`config.mk`:
```
export PLATFORM = sky130hd
export DESIGN_NAME = if_id_stall_ctrl
export DESIGN_NICKNAME = d
export VERILOG_FILES = /design/src/rtl/if_id_stall_ctrl_pkg.sv /design/src/rtl/sat_counter.sv /design/src/rtl/if_id_stall_ctrl.sv
export SDC_FILE = /design/constraint.sdc
export NUM_CORES = 1
export LEC_CHECK = 0
export ABC_AREA = 0
export CAP_MARGIN = 5
export CORE_ASPECT_RATIO = 0.5
export CORE_MARGIN = 2
export CORE_UTILIZATION = 50
export DETAILED_ROUTE_END_ITERATION = 8
export PLACE_DENSITY = 0.95
export SLEW_MARGIN = 20
export SYNTH_ARGS = -nofsm -noshare
export SYNTH_HDL_FRONTEND = slang
export SYNTH_SLANG_ARGS = --single-unit
```
`constraint.sdc`:
```
create_clock -name clk_i -period 5.61 [get_ports clk_i]
set_input_delay 0.561 -clock clk_i [delete_from_list [all_inputs] [get_ports clk_i]]
set_output_delay 0.561 -clock clk_i [all_outputs]
set_load 0.05 [all_outputs]
```
`src/rtl/if_id_stall_ctrl_pkg.sv`:
```
// Shared front-end definitions: NOP encoding, PC step and the fetch-control FSM states.
package if_id_stall_ctrl_pkg;

  localparam logic [31:0] NOP_INSTR = 32'h0000_0013;
  localparam logic [31:0] PC_INC    = 32'd4;

  typedef enum logic {
    IDLE = 1'b0,
    RUN  = 1'b1
  } state_e;

endpackage

```
`src/rtl/sat_counter.sv`:
```
// Saturating up-counter with enable; sticks at all-ones instead of wrapping.
module sat_counter #(
  parameter int unsigned W = 16
) (
  input  logic         clk_i,
  input  logic         rst_i,
  input  logic         en_i,
  output logic [W-1:0] cnt_o
);

  logic [W-1:0] cnt_q, cnt_d;

  // NOTE: combinational blocks assign a default first so no path leaves a signal unassigned (no latch).
  always_comb begin
    cnt_d = cnt_q;
    if (en_i && (cnt_q != '1)) cnt_d = cnt_q + W'(1);
  end

  // NOTE: state registers use non-blocking assignments so all flops update together at the edge.
  always_ff @(posedge clk_i or negedge rst_i) begin
    if (!rst_i) cnt_q <= '0;
    else        cnt_q <= cnt_d;
  end

  assign cnt_o = cnt_q;

endmodule

```
`src/rtl/if_id_stall_ctrl.sv`:
```
// Front-end pipeline control: owns PC and IF/ID, arbitrates mem stall, load-use stall
// and branch flush, and keeps saturating stall/flush performance counters.
module if_id_stall_ctrl
  import if_id_stall_ctrl_pkg::*;
#(
  parameter logic [31:0] RESET_PC = 32'h0000_0000,
  parameter int unsigned CNT_W    = 16
) (
  input  logic             clk_i,
  input  logic             rst_i,
  input  logic             start_i,
  input  logic             stall_i,
  input  logic             flush_i,
  input  logic [31:0]      branch_target_i,
  input  logic             mem_stall_i,
  input  logic [31:0]      instr_i,
  output logic [31:0]      pc_o,
  output logic [31:0]      if_id_pc_o,
  output logic [31:0]      if_id_instr_o,
  output logic             if_id_valid_o,
  output logic             id_ex_bubble_o,
  output logic [CNT_W-1:0] stall_cnt_o,
  output logic [CNT_W-1:0] mem_stall_cnt_o,
  output logic [CNT_W-1:0] flush_cnt_o
);

  state_e      state_q, state_d;
  logic [31:0] pc_q, pc_d;
  logic [31:0] if_pc_q, if_pc_d;
  logic [31:0] if_instr_q, if_instr_d;
  logic        if_valid_q, if_valid_d;

  logic stall_eff;
  logic mem_act, stall_act, flush_act, fetch_act;

  always_ff @(posedge clk_i or negedge rst_i) begin
    if (!rst_i) state_q <= IDLE;
    else        state_q <= state_d;
  end

  always_comb begin
    state_d = state_q;
    if (state_q == IDLE && start_i) state_d = RUN;
  end

  // A load-use request against a bubble in ID has nothing to protect, so it is dropped.
  assign stall_eff = stall_i & if_valid_q;

  always_comb begin
    mem_act   = 1'b0;
    stall_act = 1'b0;
    flush_act = 1'b0;
    fetch_act = 1'b0;
    if (state_q == RUN) begin
      if (mem_stall_i)    mem_act   = 1'b1;
      else if (stall_eff) stall_act = 1'b1;
      else if (flush_i)   flush_act = 1'b1;
      else                fetch_act = 1'b1;
    end
  end

  always_comb begin
    pc_d       = pc_q;
    if_pc_d    = if_pc_q;
    if_instr_d = if_instr_q;
    if_valid_d = if_valid_q;
    if (flush_act) begin
      pc_d       = branch_target_i;
      if_pc_d    = pc_q;
      if_instr_d = NOP_INSTR;
      if_valid_d = 1'b0;
    end else if (fetch_act) begin
      pc_d       = pc_q + PC_INC;
      if_pc_d    = pc_q;
      if_instr_d = instr_i;
      if_valid_d = 1'b1;
    end
  end

  always_ff @(posedge clk_i or negedge rst_i) begin
    if (!rst_i) begin
      pc_q       <= RESET_PC;
      if_pc_q    <= '0;
      if_instr_q <= NOP_INSTR;
      if_valid_q <= 1'b0;
    end else begin
      pc_q       <= pc_d;
      if_pc_q    <= if_pc_d;
      if_instr_q <= if_instr_d;
      if_valid_q <= if_valid_d;
    end
  end

  sat_counter #(.W(CNT_W)) u_stall_cnt (
    .clk_i(clk_i), .rst_i(rst_i), .en_i(stall_act), .cnt_o(stall_cnt_o)
  );

  sat_counter #(.W(CNT_W)) u_mem_stall_cnt (
    .clk_i(clk_i), .rst_i(rst_i), .en_i(mem_act), .cnt_o(mem_stall_cnt_o)
  );

  sat_counter #(.W(CNT_W)) u_flush_cnt (
    .clk_i(clk_i), .rst_i(rst_i), .en_i(flush_act), .cnt_o(flush_cnt_o)
  );

  assign pc_o           = pc_q;
  assign if_id_pc_o     = if_pc_q;
  assign if_id_instr_o  = if_instr_q;
  assign if_id_valid_o  = if_valid_q;
  assign id_ex_bubble_o = stall_act;

endmodule

```
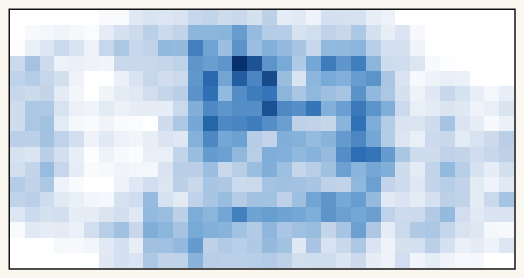
Fig. 1. Signal metal coverage by tile.
Scale: 3 px per um. The die is cut into 34 by 17 equal tiles; white is low, dark blue is high, scaled to the fullest tile. Values are wire area over tile area, all layers added.
emptiest ninth of the die: top right
fullest tile: 0.87
mean over tiles: 0.23
drt wl/cell: 18.33 um
wirelength, routed: 20.09 mm
gr usage total: 27.11%

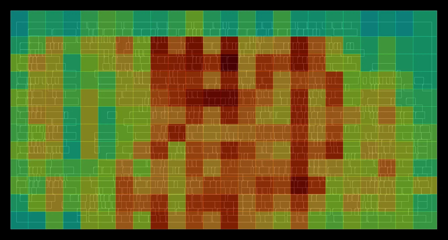
Fig. 2. Routing congestion.
met2 usage: 45.64%
met1 usage in global routing: 33.63%
GRT Max-Usage Layer: met2

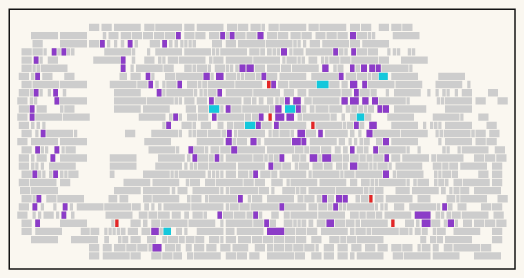
Fig. 3. Selected gate families.
Scale: 3 px per um.
[purple] aoi and oai cells | cells: 115 | most used: o21ai_0 | where: all over the die
[red] inv cells | cells: 6 | most used: inv_1
[cyan] non-inverting ao/oa cells | cells: 7 | most used: a221o_1
multi-input combinational area share: 30.65%
Non-Filler Instances: 1,096
most frequent logic cell in the layout: clkdlybuf4s50_1

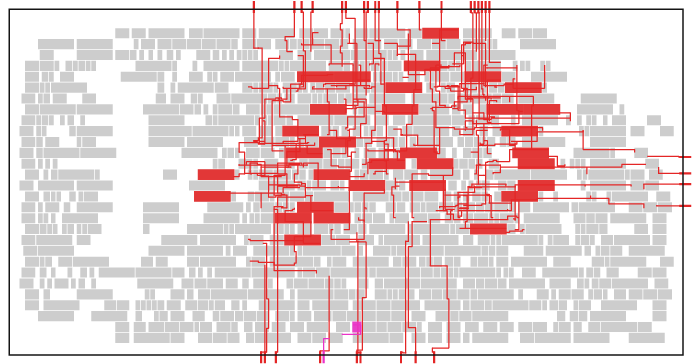
Fig. 4. Port wiring.
Scale: 4 px per um.
[magenta] start_i | direction: input | edge: bottom | end cells: 1 | buffers: 1 | wire: 13.8 um
[red] pc_o | direction: output | edge: 19 top, 9 bottom, 4 right | end cells: 32 | buffers: 32 | wire: 2,520 um
IO Port Bufs: 215
IO Count: 216

==> CHANGELOG.md <==
## Flow update

* Outcome: complete, no violations
* Largest net degree at the start of global routing at 118
* Top Layout Cells: clkdlybuf4s50_1 (214), nand2_1 (196), dfrtp_1 (143)
* Cts bufs inserted at 17
* N_taps at 170
* Final Hold Vio Count at 0
* Psw at 1.690 mW
* Routability cong. at 0.8857
* Worst slack, placed at 2.427 ns
* CTS Hold Buffers Added at 0
* Fmax at 308.4 MHz
* Worst Setup Path Type: primary input to output port
* Top cells by count: nand2_1 (197), dfrtp_1 (143), o21ai_0 (52)
* Combinational power at 1.53 mW
* Worst Setup Start Kind: primary input
* Yosys top cell by instances: nand2_1
* Post-synth seq share at 54.33%
* Die Span Y at 86.05 um
* Slew Limit Fails at 0
* Pwr dens at 435.8 mW/mm^2
* Cells in synth_stat.txt at 711
* Initial antenna violation count at 0
* Sequential power at 1.48 mW
* Critical Path Sink: id_ex_bubble_o
* Net Sw Frac at 40.30%
* Required @ worst endpoint at 5.05 ns
* Worst path slowest cell: clkdlybuf4s50_1
* Post-synthesis instance area at 0.006731 mm^2
* Placed inst area at 0.009010 mm^2
* Worst Path Buf+Inv at 3
* Final min period at 3.242 ns
* Skew final at 0.007858 ns
* Power Total at 4.194 mW
* Starting DRC count in detailed routing at 635
* Clk slew on worst S/H paths at 0.06 ns
* Setup ws final at 2.368 ns
* H-tree depth at 4
* Multi-input logic area at 0.002950 mm^2
* Internal at 2.504 mW
* Worst setup startpoint: mem_stall_i
* Unique cell types at 54
* Core Util, Final at 74.52%
* Crit share post-route at 57.79%
* Top delay family on crit path: buffers and inverters
* Clock group share of total power at 28.3%
* Via count at 6,503
* Leak Pwr at 4.193 nW
* Top cells by area: dfrtp_1 (53%), nand2_1 (11%), o21ai_0 (3.9%)
* Adder-Cell Fraction of Synth Area at 0.7435%
* Multi-input gates at 526
* Top-area cell type share of the netlist area at 53.16%
* Vias in the first global route at 6,125
* Count of non-CTS buffers in the layout at 218
* RSZ-0062 raised after global routing: no
* Worst r2r src: state_q$_DFFE_PN0P_
* Yosys simple share at 24.07%
* Rows at 29
* Max VDD drop at 277.3 uV
* Flip-flop and latch area at 0.003657 mm^2
* Post-Synth XOR/XNOR Area at 5.465%
* Dominant comb cell: simple AND/OR/NAND/NOR gates
* Post-synth top area cell: dfrtp_1
* Dominant kind of cell by area: flip-flops and latches
* Final setup TNS at 0 ns
* Initial Utilization at 52.11%
* Drt first pass iters at 5
* Cts repair resizes at 0
* Number of diodes at 0
* Synth async-reset ratio at 100.0%
* Nonclk inv count at 6
* Max_cap viols at 0
* Relative max-transition margin at 41.76%
* DRC errors left at 0
* CP Capture Type: output port
* And-or/or-and share of the synthesized area at 10.80%
* Clk buf depth at 2
* R2r setup slk at 2.91 ns
* TritonCTS clock tree: done
* Via density at 5.933
* Routed wl met3 at 1.495 mm
* Synthesized area per cell at 9.468 um^2
* First-pass GRT wire length at 31.04 mm
* Sequential share of power at 35.3%
* CTS sink cnt at 146
* Actual slew at the worst max-slew pin at 0.8717 ns
* Design area at 0.009625 mm^2
* Root buffer cell: clkbuf_16
* Crit path largest cell delay at 0.82 ns
* EDFF count, synth at 0
* Post-synthesis net count at 785
* Crit-path max FO at 5
* # setup viols final at 0
* Met1 WL at 8.030 mm
* Antenna violation net count after detailed routing at 0
* Congestion Overflow GR at 0
* Crit-path cells: clkdlybuf4s50_1 -> and2b_1 -> nand3_1 -> inv_1 -> clkdlybuf4s50_1
* M3 GR Usage at 5.953%
* Mux share at 2.342%
* Reg2reg end: u_flush_cnt.cnt_o[13]$_DFFE_PN0P_
* Detail Route met2 WL at 9.766 mm
* Synth Warn # at 0
* Post-CTS setup buffers at 0
* Layout cell share with drive strength beyond 1 at 6.048%
* Worst Hold Class: primary input to asynchronous set/reset pin
* Die area at 0.01446 mm^2
* Top Consumer: combinational cells
* Fillcell total at 826
* Ys flop type: dfrtp_1
* Seq cells at 146
* Clk_buf instances at 20
* Worst Path Arrival at 2.68 ns
* Post-DP HPWL at 13.00 mm
* Post-synthesis cell count at 711
* Non-clock buffers, area share at 22.61%
* Seq/total area at 38.00%
* Layout overhead on the synthesized area at 42.99%
* Clock-net power at 1.19 mW
* Placed Cells at 1,066
* Logic gate share of total power at 36.5%
* Reg2Reg Depth at 5
* OpenROAD warning count at 28
* WHS at 0.1589 ns
* YS chip area at 0.006731 mm^2
* Die W at 168.1 um
* Worst path depth at 5
* CP most frequent cell: clkdlybuf4s50_1
* Fin nets at 989
* Core area at 0.01292 mm^2
* Clk latency late pin at 0.42 ns
* Top sig layer: met4
* Clock-cell share at 6.304%
* Ys flops at 146
Power figures rest on the tool's default switching activity, not on a simulated workload.
